**config.mk**
```make
export PLATFORM = sky130hd
export DESIGN_NAME = silife_sequencer
export DESIGN_NICKNAME = d
export VERILOG_FILES = /design/src/rtl/silife_pkg.sv /design/src/rtl/silife_period_timer.sv /design/src/rtl/silife_sequencer.sv
export SDC_FILE = /design/constraint.sdc
export NUM_CORES = 1
export LEC_CHECK = 0
export CAP_MARGIN = 20
export CORE_MARGIN = 1.5
export CORE_UTILIZATION = 45
export CTS_BUF_LIST = sky130_fd_sc_hd__clkbuf_4
export DETAILED_ROUTE_END_ITERATION = 12
export PLACE_DENSITY = 0.9
export SYNTH_ARGS = -nofsm -noshare
export SYNTH_HDL_FRONTEND = slang
export SYNTH_SLANG_ARGS = --single-unit
```
**constraint.sdc**
```tcl
create_clock -name clk -period 5.8 [get_ports clk]
set_clock_uncertainty 0.15 [all_clocks]
set_input_delay 1.74 -clock clk [delete_from_list [all_inputs] [get_ports clk]]
set_output_delay 1.74 -clock clk [all_outputs]
set_load 0.01 [all_outputs]
```
**src/rtl/silife_pkg.sv**
```systemverilog
`default_nettype none
// ============================================================================
// Module      : silife_pkg
// Description : Shared definitions for the SiLife generation sequencer.
//               Holds the sequencer FSM state encoding, the default grid
//               geometry and the generation counter width.
// Revision    : 1.0 - initial release
// ============================================================================
package silife_pkg;

    // Default grid geometry: 32 rows of 32 cells, 5-bit row address
    localparam int c_def_rows   = 32;
    localparam int c_def_addr_w = 5;
    localparam int c_def_data_w = 32;

    // Width of the generation counter reported on gen_count
    localparam int c_gen_cnt_w  = 16;

    // Sequencer states, explicit 3-bit encoding
    typedef enum logic [2:0] {
        ST_IDLE  = 3'd0,
        ST_WAIT  = 3'd1,
        ST_SWEEP = 3'd2,
        ST_HOST  = 3'd3,
        ST_ACK   = 3'd4
    } state_e;

endpackage : silife_pkg
`default_nettype wire

```
**src/rtl/silife_period_timer.sv**
```systemverilog
`default_nettype none
// ============================================================================
// Module      : silife_period_timer
// Description : Down-counter that paces free-running generations.
//   clk        in   clock, rising edge
//   rst_n      in   asynchronous active-low reset (count forced to 0)
//   i_load     in   load the count from i_period (period sampled only here)
//   i_clear    in   force the count to 0
//   i_run      in   decrement by one per cycle while non-zero
//   i_period   in   reload value
//   o_expired  out  count is zero
// Revision    : 1.0 - initial release
// ============================================================================
module silife_period_timer #(
    parameter int PERIOD_W = 24
) (
    input  logic                clk,
    input  logic                rst_n,
    input  logic                i_load,
    input  logic                i_clear,
    input  logic                i_run,
    input  logic [PERIOD_W-1:0] i_period,
    output logic                o_expired
);

    logic [PERIOD_W-1:0] r_count;

    always_ff @(posedge clk or negedge rst_n) begin
        if (!rst_n) begin
            r_count <= '0;
        end else if (i_load) begin
            r_count <= i_period;
        end else if (i_clear) begin
            r_count <= '0;
        end else if (i_run && (r_count != '0)) begin
            r_count <= r_count - 1'b1;
        end
    end

    assign o_expired = (r_count == '0);

endmodule : silife_period_timer
`default_nettype wire

```
**src/rtl/silife_sequencer.sv**
```systemverilog
`default_nettype none
// ============================================================================
// Module      : silife_sequencer
// Description : Generation sequencer for the SiLife cell grid. Sweeps the
//               grid rows one per cycle to evolve a generation (free-running
//               with a programmable gap, or single-stepped), and arbitrates
//               host row read/write accesses against the sweep.
//   clk, rst_n             clock, asynchronous active-low reset
//   enable, step, period   free-run enable, single-step pulse, gap length
//   host_req/we/addr/wdata host access request (held until host_ack)
//   host_ack, host_rdata   access completion and read data
//   grid_addr/we/wdata     grid row port; grid_rdata returns one cycle later
//   evolve_en              grid commits next state of row grid_addr
//   busy, gen_done, gen_count  status
// Revision    : 1.0 - initial release
// ============================================================================
module silife_sequencer
    import silife_pkg::*;
#(
    parameter int ROWS     = c_def_rows,
    parameter int ADDR_W   = c_def_addr_w,
    parameter int DATA_W   = c_def_data_w,
    parameter int PERIOD_W = 24
) (
    input  logic                   clk,
    input  logic                   rst_n,
    input  logic                   enable,
    input  logic                   step,
    input  logic [PERIOD_W-1:0]    period,
    input  logic                   host_req,
    input  logic                   host_we,
    input  logic [ADDR_W-1:0]      host_addr,
    input  logic [DATA_W-1:0]      host_wdata,
    output logic                   host_ack,
    output logic [DATA_W-1:0]      host_rdata,
    output logic [ADDR_W-1:0]      grid_addr,
    output logic                   grid_we,
    output logic [DATA_W-1:0]      grid_wdata,
    input  logic [DATA_W-1:0]      grid_rdata,
    output logic                   evolve_en,
    output logic                   busy,
    output logic                   gen_done,
    output logic [c_gen_cnt_w-1:0] gen_count
);

    // ROWS must fit in the row address (ROWS <= 2**ADDR_W)
    localparam logic [ADDR_W-1:0] c_last_row = ADDR_W'(ROWS - 1);

    state_e                 r_state;
    logic [ADDR_W-1:0]      r_row;
    logic                   r_tail;       // SWEEP tail cycle: gen_done slot
    logic                   r_pending;    // sweep displaced by a host access
    logic                   r_ret_wait;   // host access interrupted WAIT
    logic [c_gen_cnt_w-1:0] r_gen_count;

    logic w_expired;
    logic w_tmr_load;
    logic w_tmr_clear;
    logic w_tmr_run;

    // Timer is reloaded on entry to WAIT (from IDLE or from the sweep tail),
    // cleared when enable drops in WAIT, and frozen whenever a host access
    // is accepted or in flight.
    assign w_tmr_load  = ((r_state == ST_IDLE) && !host_req && enable) ||
                         ((r_state == ST_SWEEP) && r_tail && enable);
    assign w_tmr_clear = (r_state == ST_WAIT) && !host_req && !enable;
    assign w_tmr_run   = (r_state == ST_WAIT) && !host_req;

    silife_period_timer #(
        .PERIOD_W (PERIOD_W)
    ) u_timer (
        .clk       (clk),
        .rst_n     (rst_n),
        .i_load    (w_tmr_load),
        .i_clear   (w_tmr_clear),
        .i_run     (w_tmr_run),
        .i_period  (period),
        .o_expired (w_expired)
    );

    always_ff @(posedge clk or negedge rst_n) begin
        if (!rst_n) begin
            r_state     <= ST_IDLE;
            r_row       <= '0;
            r_tail      <= 1'b0;
            r_pending   <= 1'b0;
            r_ret_wait  <= 1'b0;
            r_gen_count <= '0;
        end else begin
            case (r_state)
                ST_IDLE: begin
                    // Host wins a same-cycle conflict; a coincident step is
                    // remembered and run straight after the access.
                    if (host_req) begin
                        r_state    <= ST_HOST;
                        r_ret_wait <= 1'b0;
                        r_pending  <= step && !enable;
                    end else if (enable) begin
                        r_state <= ST_WAIT;
                    end else if (step) begin
                        r_state <= ST_SWEEP;
                    end
                end
                ST_WAIT: begin
                    if (host_req) begin
                        r_state    <= ST_HOST;
                        r_ret_wait <= 1'b1;
                        r_pending  <= w_expired && enable;
                    end else if (!enable) begin
                        r_state <= ST_IDLE;
                    end else if (w_expired) begin
                        r_state <= ST_SWEEP;
                    end
                end
                ST_SWEEP: begin
                    // ROWS evolve cycles followed by one tail cycle that
                    // reports the completed generation.
                    if (r_tail) begin
                        r_tail      <= 1'b0;
                        r_row       <= '0;
                        r_gen_count <= r_gen_count + 1'b1;
                        r_state     <= enable ? ST_WAIT : ST_IDLE;
                    end else if (r_row == c_last_row) begin
                        r_tail <= 1'b1;
                    end else begin
                        r_row <= r_row + 1'b1;
                    end
                end
                ST_HOST: begin
                    r_state <= ST_ACK;
                end
                ST_ACK: begin
                    if (r_pending) begin
                        r_pending <= 1'b0;
                        r_state   <= ST_SWEEP;
                    end else if (r_ret_wait) begin
                        r_state <= ST_WAIT;
                    end else begin
                        r_state <= ST_IDLE;
                    end
                end
                default: begin
                    r_state <= ST_IDLE;
                end
            endcase
        end
    end

    // Outputs decode directly from state so an asynchronous reset clears
    // them in the same instant.
    assign evolve_en  = (r_state == ST_SWEEP) && !r_tail;
    assign gen_done   = (r_state == ST_SWEEP) && r_tail;
    assign busy       = (r_state == ST_SWEEP) || (r_state == ST_HOST) ||
                        (r_state == ST_ACK);
    assign grid_addr  = (r_state == ST_HOST) ? host_addr : r_row;
    assign grid_we    = (r_state == ST_HOST) && host_we;
    assign grid_wdata = (r_state == ST_HOST) ? host_wdata : '0;
    assign host_ack   = (r_state == ST_ACK);
    // Host holds its operands through ACK, so host_we still qualifies reads
    assign host_rdata = ((r_state == ST_ACK) && !host_we) ? grid_rdata : '0;
    assign gen_count  = r_gen_count;

endmodule : silife_sequencer
`default_nettype wire
```
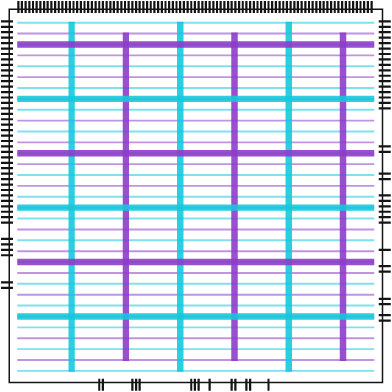
Figure 1: run 1, PDN straps and rails.
(4 px per um) Pins as bars on the die edge.
cyan -> VSS
purple -> VDD
met1 rails = 33
met5 straps = 6
signal pins = 189
met4 straps = 6
rows = 32

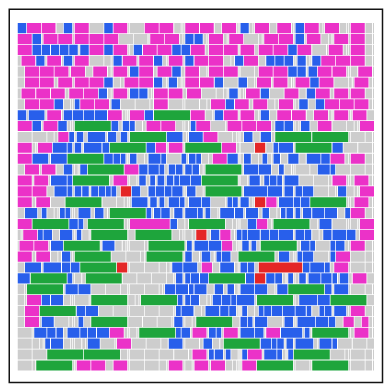
Figure 2: run 1, cell classes on the final placement.
(4 px per um) Fill, decap, tap and diode cells in grey.
blue -> all other logic  # cells 346
magenta -> other buffers and delay cells  # cells 197
green -> flip-flops  # cells 51
red -> clock drivers and dummy loads  # cells 7

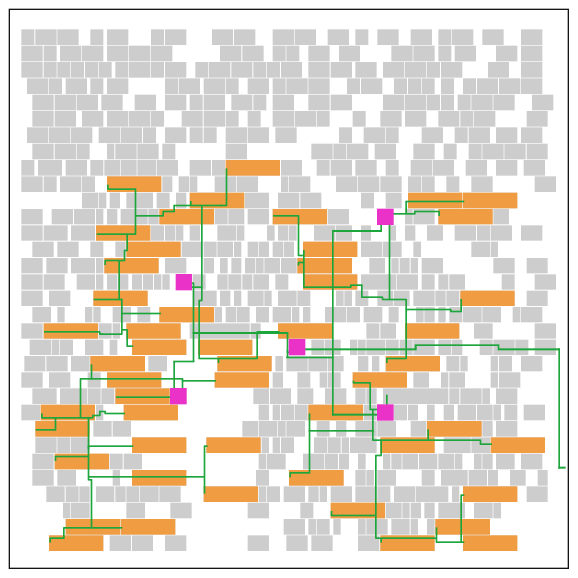
Figure 3: run 1, clock wires, drivers and flops.
(6 px per um)
green -> clock wires  # length 662 um
orange -> flip-flops  # count 51
magenta -> cells driving clock nets  # count 5
routed clock nets = 6

==> Changelog: implementation, run 1 <==
### Changed

* Clk sinks at 51
* Number of cells in Yosys stat at 430
* Chip Width at 92.9 um
* Pwr Density at 371 mW/mm2
* DIE HEIGHT at 92.9 um
* CTS tree: done
* Synth Register Bits at 51
* RSZ-0062 raised after global routing: no
* CTS max path bufs at 2
* Worst slack, placed at 562 ps
* Multi-input gate area at 0.00217 mm2
* Top cell by count, worst path: clkdlybuf4s50_1
* Port buffer count at 188
* Register Area at 0.00128 mm2
* Hold crit path type: flip-flop to flip-flop
* Root Buffer: clkbuf_4
* Status: completed
* Ys async rst share at 1.00
* Latency at later pin at 380 ps
* Startpoint Class: input port
* Slew margin rel. at 0.343
* Count leader, synth: dfrtp_1
* Routed len/inst at 18.5 um
* Peak VDD IR at 266 uV
* Via count at 4016
* Dpl cells at 695
* Core Util, Final at 0.729
* Top cell type's share of synthesized area at 0.351
* Synth-to-layout area growth at 55.5%
* DR pass1 iterations at 5
* Pre-placement core utilization at 0.469
* Post-route ant nets at 0
* Tmin final at 5230 ps
* Ys Warns at 0
* Cts bufs inserted at 5
* Peak fanout along the critical path at 32
* Hold depth at 1
* Leakage at 0.00250 uW
* Gates resized, CTS repair at 0
* Chip area at 0.00864 mm2
* Worst Setup End Kind: output pin
* Slowest-stage cell, CP: clkdlybuf4s50_1
* Fmax at 191 MHz
* Final tally of setup violations at 0
* DR iter-0 viols at 268
run 1: final cells by class:
cell class,instances,share of cell area
Timing Repair Buffer,197,0.347
Clock inverter,2,0.00663
Clock buffer,5,0.00663
Tap cell,102,0.0225
Sequential cell,51,0.225
Antenna cell,1,0.000442
Inverter,12,0.00796
Multi-Input combinational cell,334,0.383
run 1: worst paths after layout:
path                                  endpoint  slack [ps]     startpoint
setup / recovery                host_rdata[17]         570        host_we
hold / removal                   gen_count[15]         350  gen_count[15]
setup reg to reg           u_timer.r_count[13]        3000     r_state[1]
hold reg to reg                  gen_count[15]         350  gen_count[15]
max in group asynchronous  u_timer.r_count[10]        3780          rst_n
min in group asynchronous   u_timer.r_count[3]        1290          rst_n
run 1: critical path, delay by kind of cell:
kind                   cells  cell delay, ps
buffers and inverters      3            1240
and+or+nand+nor            2             340
run 1: cell families after synthesis:
logic type,synth area share
multiplexers,0.0282
flip-flops,0.351
AND-OR/OR-AND,0.194
buffers and inverters,0.0564
adder cells (fa/ha/maj),0.0172
XOR/XNOR,0.0385
AND/OR/NAND/NOR,0.315
run 1: registers in the layout, summed over array words and instances, names as in the netlist:
| signal | cells |
|---|---|
| u_timer.r_count | 24 |
| gen_count | 16 |
| r_row | 5 |
| r_state | 3 |
| r_pending | 1 |
| r_ret_wait | 1 |
| r_tail | 1 |
run 1: per-stage QoR:
| stage | cell area [um2] | hold WS [ps] | total power [uW] |
|---|---|---|---|
| after global routing | 5660 | 371 | 2260 |
| after global placement | 5560 | 308 | 1800 |
| final | 5660 | 350 | 2100 |
| after CTS | 5630 | 349 | 2060 |
| after floorplan | 3640 | 291 | 1400 |
| after detailed placement | 5560 | 321 | 1850 |
run 1: where the power goes:
group          internal [uW]  switching (uW)
sequential               450             151
combinational            629             663
clock                   88.5             120
run 1: layout by cell type (no fill, tap or decap), drive strengths merged, types with 3 or more instances in the layout:
cell	count
dfrtp	51
clkdlybuf4s50	187
a2bb2oi	7
nor4	7
nand2	39
and2	41
clkbuf	5
inv	12
nand4	10
a41o	4
nand3	7
o21ai	16
o22ai	6
ha	5
and3	43
a211oi	5
a21oi	15
nor3	20
a221oi	4
nor3b	4
a21o	4
xor2	5
a31oi	6
a22oi	6
xnor2	11
o2bb2a	4
buf	10
o311a	4
mux2	7
a311oi	3
nor2b	3
nor2	23
run 1: layer usage:
| metal | global-route usage | vias to the layer above | wire length (um) |
|---|---|---|---|
| li1 | - | 1911 | - |
| met1 | 0.418 | 1918 | 5760 |
| met2 | 0.444 | 170 | 5810 |
| met3 | 0.0993 | 17 | 1270 |
| met4 | 0.0606 | 0 | 167 |
| met5 | 0 | - | 0 |
==> run 2: changes to the inputs <==
ABC_AREA = 1   (was unset)
CORE_MARGIN = 5   (was 1.5)
CORE_UTILIZATION = 46   (was 45)
HOLD_SLACK_MARGIN = 0.1   (was unset)
PLACE_DENSITY = 0.89   (was 0.9)
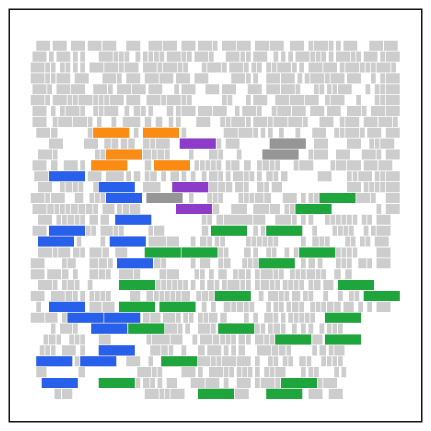
Figure 4: run 2, register map, names as in the netlist.
(4 px per um) Other sequential cells in the stronger grey, the rest of the logic in the fainter grey.
green -> u_timer.r_count  # flops 24
orange -> r_row  # flops 5
purple -> r_state  # flops 3
blue -> gen_count  # flops 16
not coloured = 3

==> Changelog: implementation, run 2 <==
### Changed

* Routed len/inst at 14.0 um (-24%)
* Chip Width at 103 um (+11%)
* Slew margin rel. at 0.451 (+0.108)
* Leakage at 0.00299 uW (+20%)
* CTS max path bufs at 2 (unchanged)
* RSZ-0062 raised after global routing: no
* Status: completed
* Most frequent cells in the layout: clkdlybuf4s50_1 (187), nor2_1 (163), nand2_1 (161)
* Synth-to-layout area growth at 50.6%
* Gates resized, CTS repair at 0 (unchanged)
* Dpl cells at 936 (+35%)
* DIE HEIGHT at 103 um (+11%)
* Hold crit path type: flip-flop to flip-flop
* Via count at 4604 (+15%)
* Ys Warns at 0 (unchanged)
* Fmax at 192 MHz (+0.11%)
* Pre-placement core utilization at 0.477 (+0.00842)
* Peak VDD IR at 191 uV (-28%)
* Cts bufs inserted at 5 (unchanged)
* Design Power at 2030 uW (-3.7%)
* CTS tree: done
* Largest reg by FF count: u_timer.r_count
* Top cell type's share of synthesized area at 0.322 (-0.0283)
* Peak fanout along the critical path at 34 (+6.3%)
* Worst Setup End Kind: output pin
* Ys async rst share at 1.00 (unchanged)
* Chip area at 0.0106 mm2 (+22%)
* Root Buffer: clkbuf_4
* Number of cells in Yosys stat at 656 (+53%)
* Pwr Density at 340 mW/mm2 (-8.5%)
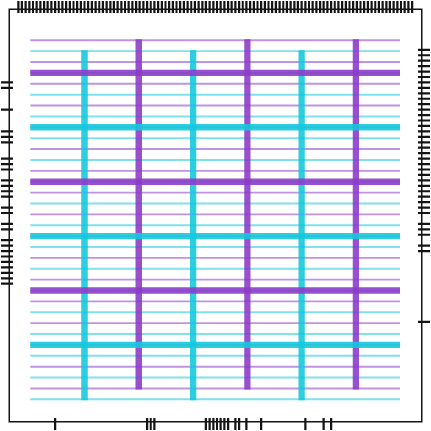
Figure 5: run 2, PDN straps and rails.
(4 px per um) Pins as bars on the die edge.
purple -> VDD
cyan -> VSS
met4 straps = 6
signal pins = 189
met5 straps = 6

## run 2: path summary, 6_finish.rpt
kind	start	end	slack, ps	cells past startpoint
hold / removal	gen_count[7]	gen_count[7]	390	1
max in group asynchronous	rst_n	r_pending	3780	2
setup / recovery	r_state[2]	grid_wdata[13]	580	6
setup reg to reg	r_state[1]	u_timer.r_count[4]	3480	9
min in group asynchronous	rst_n	gen_count[12]	1290	2
hold reg to reg	gen_count[7]	gen_count[7]	390	1
## run 2: final cells by class
cell class | instances | area (um2)
Sequential cell | 51 | 1280
Tap cell | 105 | 131
Clock inverter | 3 | 22.5
Fill cell | 684 | 2340
Clock buffer | 5 | 37.5
Multi-Input combinational cell | 462 | 2120
Inverter | 128 | 485
Timing Repair Buffer | 190 | 1890
## run 2: cells by family after synthesis
family / synth area share
and+or+nand+nor: 0.416
DFF: 0.322
buffers and inverters: 0.143
AOI/OAI and AO/OA: 0.0651
adders and majority gates: 0.0158
xor gates and xnor gates: 0.0376
## run 2: power by group
part	total, uW	leakage (uW)	switching (uW)	internal [uW]
combinational	1260	0.00229	752	505
sequential	587	0.000659	120	467
clock	181	0.0000360	131	50.2
## run 2: worst max-delay path, stage by stage (launching register included)
cell	delay [ps]
dfrtp_1	440
inv_2	80
nand2_1	80
nor2_1	510
clkinv_1	860
nor2_1	370
clkdlybuf4s50_1	600
## run 2: metal layers
metal,track usage,part of all wire,vias to the layer above
li1,-,-,2327
met1,0.301,0.41,2070
met2,0.412,0.50,174
met3,0.0433,0.068,33
met4,0.0807,0.029,0
met5,0,0,-
## run 2: per-stage QoR
step / area [um2] / setup slack, ps / util
floorplan: 3960 / 1640 / -
global placement: 5900 / 777 / 0.711
detailed placement: 5900 / 692 / 0.711
CTS: 5960 / 586 / 0.718
global route: 5960 / 275 / 0.718
finish: 5960 / 580 / 0.718
No activity file was given, so power comes from the tool's default toggle rates.
